## config.mk

```make
export PLATFORM = sky130hd
export DESIGN_NAME = junction_phase_scheduler
export DESIGN_NICKNAME = d
export VERILOG_FILES = /design/src/rtl/junction_pkg.sv /design/src/rtl/junction_rr_pick.sv /design/src/rtl/junction_phase_scheduler.sv
export SDC_FILE = /design/constraint.sdc
export NUM_CORES = 1
export LEC_CHECK = 0
export ABC_AREA = 1
export CAP_MARGIN = 40
export CORE_ASPECT_RATIO = 0.9
export CORE_MARGIN = 2
export CORE_UTILIZATION = 30
export DETAILED_ROUTE_END_ITERATION = 10
export HOLD_SLACK_MARGIN = 0.12
export MAX_ROUTING_LAYER = met4
export PLACE_DENSITY_LB_ADDON = 0.2
export SYNTH_ARGS = -nofsm -noshare
export SYNTH_HDL_FRONTEND = slang
export SYNTH_SLANG_ARGS = --single-unit
```

## constraint.sdc

```tcl
create_clock -name clk -period 1.6 [get_ports clk]
set_input_delay 0.16 -clock clk [delete_from_list [all_inputs] [get_ports clk]]
set_output_delay 0.16 -clock clk [all_outputs]
set_load 0.02 [all_outputs]
```

## src/rtl/junction_pkg.sv

```systemverilog
// Shared encodings for the junction phase scheduler: lamp codes, phases, FSM states.
package junction_pkg;

  localparam logic [2:0] RED = 3'b100;
  localparam logic [2:0] YEL = 3'b010;
  localparam logic [2:0] GRN = 3'b001;

  typedef enum logic [1:0] {
    MAIN = 2'd0,
    TURN = 2'd1,
    SIDE = 2'd2
  } phase_e;

  typedef enum logic [1:0] {
    ST_GREEN  = 2'd0,
    ST_YELLOW = 2'd1,
    ST_ALLRED = 2'd2
  } state_e;

  // Lamps lit in a phase, packed as {M1, M2, MT, S}.
  function automatic logic [3:0] green_mask(input phase_e p);
    logic [3:0] m;
    m = '0;
    case (p)
      MAIN:    m = 4'b1100;
      TURN:    m = 4'b1010;
      SIDE:    m = 4'b0001;
      default: m = '0;
    endcase
    return m;
  endfunction

  // One-hot demand bit belonging to a phase.
  function automatic logic [2:0] phase_bit(input phase_e p);
    logic [2:0] b;
    b = '0;
    case (p)
      MAIN:    b = 3'b001;
      TURN:    b = 3'b010;
      SIDE:    b = 3'b100;
      default: b = '0;
    endcase
    return b;
  endfunction

endpackage

```

## src/rtl/junction_rr_pick.sv

```systemverilog
// Combinational next-phase selector: round-robin scan after the current phase,
// overridden to MAIN by emergency preemption.
module junction_rr_pick
  import junction_pkg::*;
(
  input  logic [2:0] eff,
  input  logic [1:0] phase,
  input  logic       emerg,
  output logic [1:0] next_phase
);

  logic [1:0] cand1;
  logic [1:0] cand2;

  // Scan order phase+1, phase+2 (mod 3); fall back to the current phase.
  always_comb begin
    case (phase)
      MAIN:    begin cand1 = TURN; cand2 = SIDE; end
      TURN:    begin cand1 = SIDE; cand2 = MAIN; end
      default: begin cand1 = MAIN; cand2 = TURN; end
    endcase
    if (emerg)
      next_phase = MAIN;
    else if (eff[cand1])
      next_phase = cand1;
    else if (eff[cand2])
      next_phase = cand2;
    else
      next_phase = phase;
  end

endmodule

```

## src/rtl/junction_phase_scheduler.sv

```systemverilog
// Three-phase junction scheduler: GREEN/YELLOW/ALLRED cycle with min/max green,
// round-robin phase selection and emergency preemption to MAIN.
module junction_phase_scheduler
  import junction_pkg::*;
#(
  parameter int unsigned T_MIN_GREEN = 4,
  parameter int unsigned T_MAX_GREEN = 10,
  parameter int unsigned T_YELLOW    = 2,
  parameter int unsigned T_ALLRED    = 1
) (
  input  logic       clk,
  input  logic       rst,
  input  logic [2:0] req,
  input  logic       emerg,
  output logic [2:0] light_M1,
  output logic [2:0] light_M2,
  output logic [2:0] light_MT,
  output logic [2:0] light_S,
  output logic [1:0] phase,
  output logic       phase_chg
);

  localparam logic [7:0] MIN_LIM = 8'(T_MIN_GREEN - 1);
  localparam logic [7:0] MAX_LIM = 8'(T_MAX_GREEN - 1);
  localparam logic [7:0] YEL_LIM = 8'(T_YELLOW - 1);
  localparam logic [7:0] AR_LIM  = 8'(T_ALLRED - 1);

  state_e     state_q, state_d;
  phase_e     phase_q, phase_d;
  phase_e     next_phase_q, next_phase_d;
  logic [7:0] timer_q, timer_d;
  logic       phase_chg_q, phase_chg_d;

  logic [2:0] eff;
  logic       other_dem;
  logic       own_dem;
  logic [1:0] pick;

  assign eff       = (req == 3'b000) ? 3'b001 : req;
  assign other_dem = |(eff & ~phase_bit(phase_q));
  assign own_dem   = |(eff & phase_bit(phase_q));

  junction_rr_pick u_pick (
    .eff        (eff),
    .phase      (phase_q),
    .emerg      (emerg),
    .next_phase (pick)
  );

  // State register with asynchronous reset to MAIN GREEN.
  always_ff @(posedge clk or posedge rst) begin
    if (rst) begin
      state_q      <= ST_GREEN;
      phase_q      <= MAIN;
      next_phase_q <= MAIN;
      timer_q      <= '0;
      phase_chg_q  <= 1'b0;
    end else begin
      state_q      <= state_d;
      phase_q      <= phase_d;
      next_phase_q <= next_phase_d;
      timer_q      <= timer_d;
      phase_chg_q  <= phase_chg_d;
    end
  end

  // Next-state, phase latch and cycle timer.
  always_comb begin
    state_d      = state_q;
    phase_d      = phase_q;
    next_phase_d = next_phase_q;
    phase_chg_d  = 1'b0;
    case (state_q)
      ST_GREEN: begin
        if (emerg) begin
          // MAIN green is held under emergency; any other phase leaves at once.
          if (phase_q != MAIN) begin
            state_d      = ST_YELLOW;
            next_phase_d = MAIN;
          end
        end else if ((timer_q >= MIN_LIM) && other_dem &&
                     (!own_dem || (timer_q >= MAX_LIM))) begin
          state_d      = ST_YELLOW;
          next_phase_d = phase_e'(pick);
        end
      end
      ST_YELLOW: begin
        if (emerg) next_phase_d = MAIN;
        if (timer_q == YEL_LIM) state_d = ST_ALLRED;
      end
      ST_ALLRED: begin
        if (emerg) next_phase_d = MAIN;
        if (timer_q == AR_LIM) begin
          state_d     = ST_GREEN;
          // Emergency in the last clearance cycle still redirects to MAIN.
          phase_d     = emerg ? MAIN : next_phase_q;
          phase_chg_d = 1'b1;
        end
      end
      default: state_d = ST_GREEN;
    endcase
    if (state_d != state_q)
      timer_d = '0;
    else if (timer_q == 8'hFF)
      timer_d = timer_q;
    else
      timer_d = timer_q + 8'd1;
  end

  // Lamp decode from registered state and phase only.
  always_comb begin
    logic [3:0] mask;
    logic [2:0] on_code;
    mask    = green_mask(phase_q);
    on_code = RED;
    case (state_q)
      ST_GREEN:  on_code = GRN;
      ST_YELLOW: on_code = YEL;
      default:   mask    = '0;
    endcase
    light_M1  = mask[3] ? on_code : RED;
    light_M2  = mask[2] ? on_code : RED;
    light_MT  = mask[1] ? on_code : RED;
    light_S   = mask[0] ? on_code : RED;
    phase     = phase_q;
    phase_chg = phase_chg_q;
  end

endmodule

```

run_1/met3.png
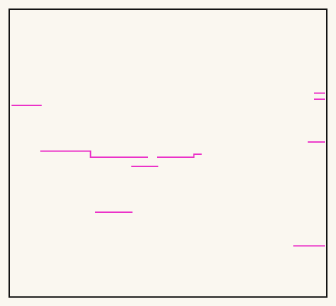
longest straight run: 12.6 um
main direction: horizontal
share of all routed wire: 2.3%
nets with wire on the layer: 6
wire length on this layer: 70.2 um

run_1/pins.png
Pins as bars across the die edge, other pins in gray.
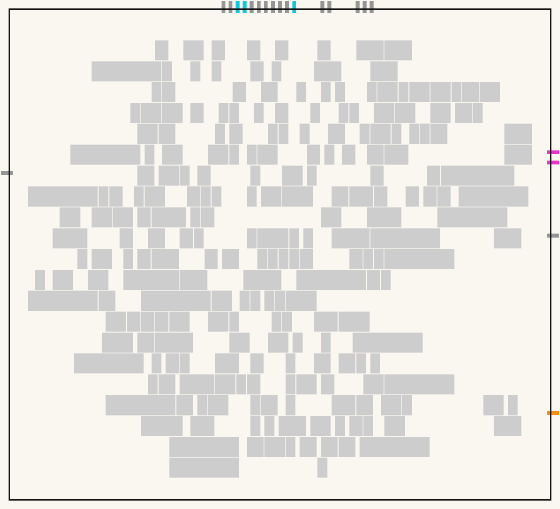
[`light_MT`] cyan | pins: 3 | direction: output | edge: top
[`rst`] orange | pins: 1 | direction: input | edge: right
[`phase`] magenta | pins: 2 | direction: output | edge: right

run_1/final_placement.png
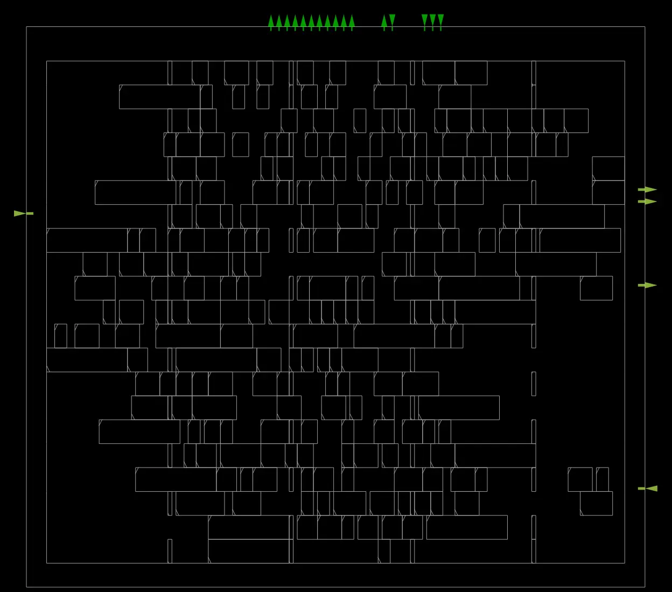
standard-cell rows: 21
Seq/total area: 0.2082
fin cells: 280

run_1/clock_map.png
Scale bar: 20 um.
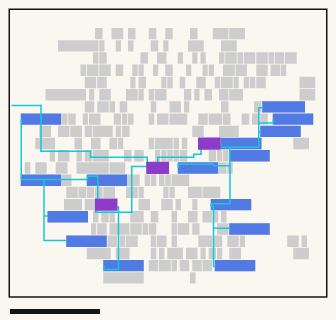
[flip-flops] blue | count: 15
[cells driving clock nets] purple | count: 3
[clock wires] cyan | length: 238 um
routed clock nets: 4

==> impl_metrics.tcl, run 1 <==
# metrics dict for downstream scripts
set metrics [dict create \
    status "finished with violations" \
    violations "setup timing" \
    fin_crit_sh 1.072 \
    p_seq_mw 0.598 \
    area_delta_synth_final_pct 52.05 \
    cpLargestDelayFamily "simple AND/OR/NAND/NOR gates" \
    nWellTaps 46 \
    finClkSkew_ns 0.002745 \
    ys_sh_mux 0 \
    cts_resized 52 \
    clock_net_power_mw 0.313 \
    top_usage_layer "met2" \
    dieArea_um2 4487 \
    synthArstFlopShare 1.000 \
    ys_cells 172 \
    ys_ff 15 \
    worst_pin_slew_ns 0.3019 \
    p_comb_mw 2.50 \
    grt_use_total 0.1392 \
    final_layout_top_logic_cells "40 x buf_4, 33 x nand2_1, 21 x inv_1" \
    crit_end "timer_q[2]" \
    startpoint_type "register" \
    hold_path.class "input port to asynchronous set/reset pin" \
    cts_sinks 15 \
    syn_area_um2 1190 \
    met3_wirelength_um 70 \
    path_depth 15 \
    yosys_area_um2 1190 \
    fp_util 0.3167 \
    grt_max_degree 16 \
    critPathCaptureType "register" \
    fillers 392 \
    grt_util_met2 0.2064 \
    maxPowerGroup "combinational cells" \
    largest_area_cell "dfrtp_1" \
    switching_power_mw 1.655 \
    grt_overflow 0 \
    synthesis.nets 185 \
    fin_crit_ns 1.716 \
    first_global_vias 1129 \
    ys_sh_xor 0.01472 \
    synthDistinctLibCells 27 \
    ys_sh_adder 0.07361 \
    finalPower_mw 3.410 \
    simple_gate_area_frac 0.3775 \
    place_area_um2 1717 \
    critPathBufInv 2 \
    setup_slack_ns -0.1159 \
    cts_root_buffer "clkbuf_8" \
    worstPathMaxFanout 8 \
    p_int_mw 1.755 \
    num-multi-input-gates 127 \
    antenna_found_initial 0 \
    largest_register_ffs 8 \
    swShare 0.4854 \
    clkPwrFrac 0.092 \
    drc 0 \
    wirelength_um 3041 \
    grt_setup_unrepaired "true" \
    postCtsHoldBufs 0 \
    die_w_um 70.39 \
    drt_iter0_drc 62 \
    top_layer "met4" \
    p_leak_nw 0.9282 \
    drive_gt1_frac 0.4231 \
    grtUsageMet1 0.1912 \
    dominant_cells "multi-input combinational cells" \
    fmax_mhz 582.8 \
    largest-register "timer_q" \
    insertion_delay_ns 0.25 \
    slowest_stage "dfrtp_1" \
    synthCells 172 \
    drtAntennaViolNets 0 \
    rrSetupSlack_ns -0.12 \
    cp.required_ns 1.74 \
    gp_congestion 0.7953 \
    edf_count 0 \
    buffers 59 \
    io_buffers 20 \
    nets 248 \
    hold_viol 0 \
    critPathKind "register to register" \
    route.met2.wl_um 1392 \
    wl_met1_um 1558 \
    ff_type "dfrtp_1" \
    worstReg2RegStart "timer_q[0]" \
    synth.cellmix.compoundShare 0.1178 \
    whs_ns 0.2130 \
    cp_cell_sequence "inv_2 > ha_4 > inv_2 > o21ai_2 > nand2_1 > nor2_1 > nand2_1 > nand2_1 > nand2_2 > nand3_2 > nand2_2 > nand2_2 > nand2_4 > nand2_8 > nor2_2" \
    route.vias.total 1237 \
    synth_area_per_cell_um2 6.918 \
    cts-htree-levels 1 \
    finalSetupViolations 9 \
    power_frac_comb 0.733 \
    dr.pass1.iters 4 \
    pin_count 21 \
    synth_top_cell_by_count "nand2_1" \
    cp.arrival_ns 1.85 \
    dp.cells 274 \
    slew_violations 0 \
    fin_setup_tns_ns -0.9133 \
    viasPerCell 4.418 \
    design_area_um2 1809 \
    avgRoutedWirePerCell_um 10.86 \
    cts_tree "built" \
    netlist_top_cells_count "36 x nand2_1, 27 x inv_1, 22 x nor2_1" \
    clk_pin_slew_ns 0.06 \
    vdd_drop_max_mv 1.257 \
    ys_seq_share 0.3155 \
    yosys_warnings 0 \
    clk_path_buf_depth 2 \
    cts_setup_buffers 1 \
    seq_area_um2 376.6 \
    buf_share 0.2407 \
    hpwl_um 2381 \
    synth.area.top_cells "dfrtp_1 32%, nand2_1 11%, inv_1 8.5%" \
    p_seq_frac 0.175 \
    coreArea_um2 3757 \
    cts_buffers 3 \
    max_stage_delay_ns 0.41 \
    die_h_um 63.75 \
    reg2reg_depth 15 \
    logic_family "simple AND/OR/NAND/NOR gates" \
    flop-count 15 \
    use_met3 0.03785 \
    logic_area_um2 784.5 \
    slew_headroom 0.7988 \
    lay_top_count "buf_4" \
    fin_util 0.4815 \
    grt_pass1_wl_um 4947 \
    cp-startpoint "timer_q[0]" \
    diodes 0 \
    power_density_nw_per_um2 1885 \
    inverters 29 \
    r2r_end "timer_q[2]" \
    nClkBuffers 3 \
    comb_share 0.4336 \
    clkCellAreaFrac 0.02559 \
    top_cell_area_share 0.3155 \
    pre_cts_slack_ns -0.1900 \
]
==> run 2, diff against run 1 <==
--- a/config.mk
+++ b/config.mk
@@ -6,6 +6,7 @@
 export NUM_CORES = 1
 export LEC_CHECK = 0
 export ABC_AREA = 1
+export ABC_CLOCK_PERIOD_IN_PS = 1600
 export CAP_MARGIN = 40
 export CORE_ASPECT_RATIO = 0.9
 export CORE_MARGIN = 2
run_2/pins.png
Pins as bars across the die edge, other pins in gray.
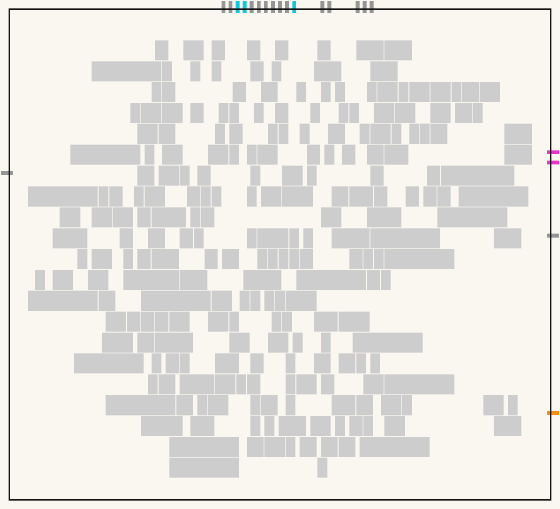
Die Ht: 63.75 um
# port buffers: 20

==> impl_metrics.tcl, run 2 <==
# metrics dict for downstream scripts
set metrics [dict create \
    drc 0 \
    num-multi-input-gates 127 \
    ys_sh_adder 0.07361 \
    fin_setup_tns_ns -0.9133 \
    top_layer "met4" \
    slowest_stage "dfrtp_1" \
    synthCells 172 \
    logic_area_um2 784.5 \
    std_cell_rows 21 \
    cp_cell_sequence "inv_2 > ha_4 > inv_2 > o21ai_2 > nand2_1 > nor2_1 > nand2_1 > nand2_1 > nand2_2 > nand3_2 > nand2_2 > nand2_2 > nand2_4 > nand2_8 > nor2_2" \
    dieArea_um2 4487 \
    grt_util_met2 0.2064 \
    p_comb_mw 2.50 \
    maxPowerGroup "combinational cells" \
    hold_viol 0 \
    ys_sh_xor 0.01472 \
    grtUsageMet1 0.1912 \
    finalPower_mw 3.410 \
    grt_setup_unrepaired "true" \
    finClkSkew_ns 0.002745 \
    lay_top_count "buf_4" \
    dr.pass1.iters 4 \
    grt_pass1_wl_um 4947 \
    r2r_end "timer_q[2]" \
    cts_tree "built" \
    drt_iter0_drc 62 \
    grt_overflow 0 \
    synth_area_per_cell_um2 6.918 \
    cp.required_ns 1.74 \
    synth.area.top_cells "dfrtp_1 32%, nand2_1 11%, inv_1 8.5%" \
    cp-startpoint "timer_q[0]" \
    nets 248 \
    clock_net_power_mw 0.313 \
    reg2reg_depth 15 \
    insertion_delay_ns 0.25 \
    startpoint_type "register" \
    critPathKind "register to register" \
    top_usage_layer "met2" \
    violations "setup timing" \
    ys_seq_share 0.3155 \
    worstReg2RegStart "timer_q[0]" \
    setup_slack_ns -0.1159 \
    p_seq_frac 0.175 \
    route.met2.wl_um 1392 \
    swShare 0.4854 \
    place_area_um2 1717 \
    hold_path.class "input port to asynchronous set/reset pin" \
    path_depth 15 \
    switching_power_mw 1.655 \
    ys_sh_mux 0 \
    clk_pin_slew_ns 0.06 \
    yosys_area_um2 1190 \
    wirelength_um 3041 \
    first_global_vias 1129 \
    met3_wirelength_um 70 \
    buffers 59 \
    clkCellAreaFrac 0.02559 \
    max_stage_delay_ns 0.41 \
    synthArstFlopShare 1.000 \
    gp_congestion 0.7953 \
    coreArea_um2 3757 \
    postCtsHoldBufs 0 \
    hpwl_um 2381 \
    die_w_um 70.39 \
    nClkBuffers 3 \
    largest-register "timer_q" \
    simple_gate_area_frac 0.3775 \
    route.vias.total 1237 \
    critPathCaptureType "register" \
    diodes 0 \
    cts-htree-levels 1 \
    fillers 392 \
    fin_crit_ns 1.716 \
    cts_buffers 3 \
    top_cell_area_share 0.3155 \
    area_delta_synth_final_pct 52.05 \
    ys_cells 172 \
    clkPwrFrac 0.092 \
    viasPerCell 4.418 \
    crit_end "timer_q[2]" \
    power_density_nw_per_um2 1885 \
    design_area_um2 1809 \
    logic_family "simple AND/OR/NAND/NOR gates" \
    fmax_mhz 582.8 \
    ys_ff 15 \
    stdcell_count 280 \
    wl_met1_um 1558 \
    critPathBufInv 2 \
    grt_use_total 0.1392 \
    p_leak_nw 0.9282 \
    comb_share 0.4336 \
    p_int_mw 1.755 \
    slew_headroom 0.7988 \
    fin_util 0.4815 \
    antenna_found_initial 0 \
    cts_sinks 15 \
    worst_pin_slew_ns 0.3019 \
    seq_area_frac 0.2082 \
    drive_gt1_frac 0.4231 \
    fp_util 0.3167 \
    cts_resized 52 \
    pin_count 21 \
    worstPathMaxFanout 8 \
    cpLargestDelayFamily "simple AND/OR/NAND/NOR gates" \
    dominant_cells "multi-input combinational cells" \
    synthDistinctLibCells 27 \
    pre_cts_slack_ns -0.1900 \
    finalSetupViolations 9 \
    drtAntennaViolNets 0 \
    vdd_drop_max_mv 1.257 \
    synthesis.nets 185 \
    buf_share 0.2407 \
    largest_area_cell "dfrtp_1" \
    nWellTaps 46 \
    whs_ns 0.2130 \
    status "finished with violations" \
    flop-count 15 \
    use_met3 0.03785 \
    slew_violations 0 \
    fin_crit_sh 1.072 \
    ff_type "dfrtp_1" \
    final_layout_top_logic_cells "40 x buf_4, 33 x nand2_1, 21 x inv_1" \
    power_frac_comb 0.733 \
    grt_max_degree 16 \
]
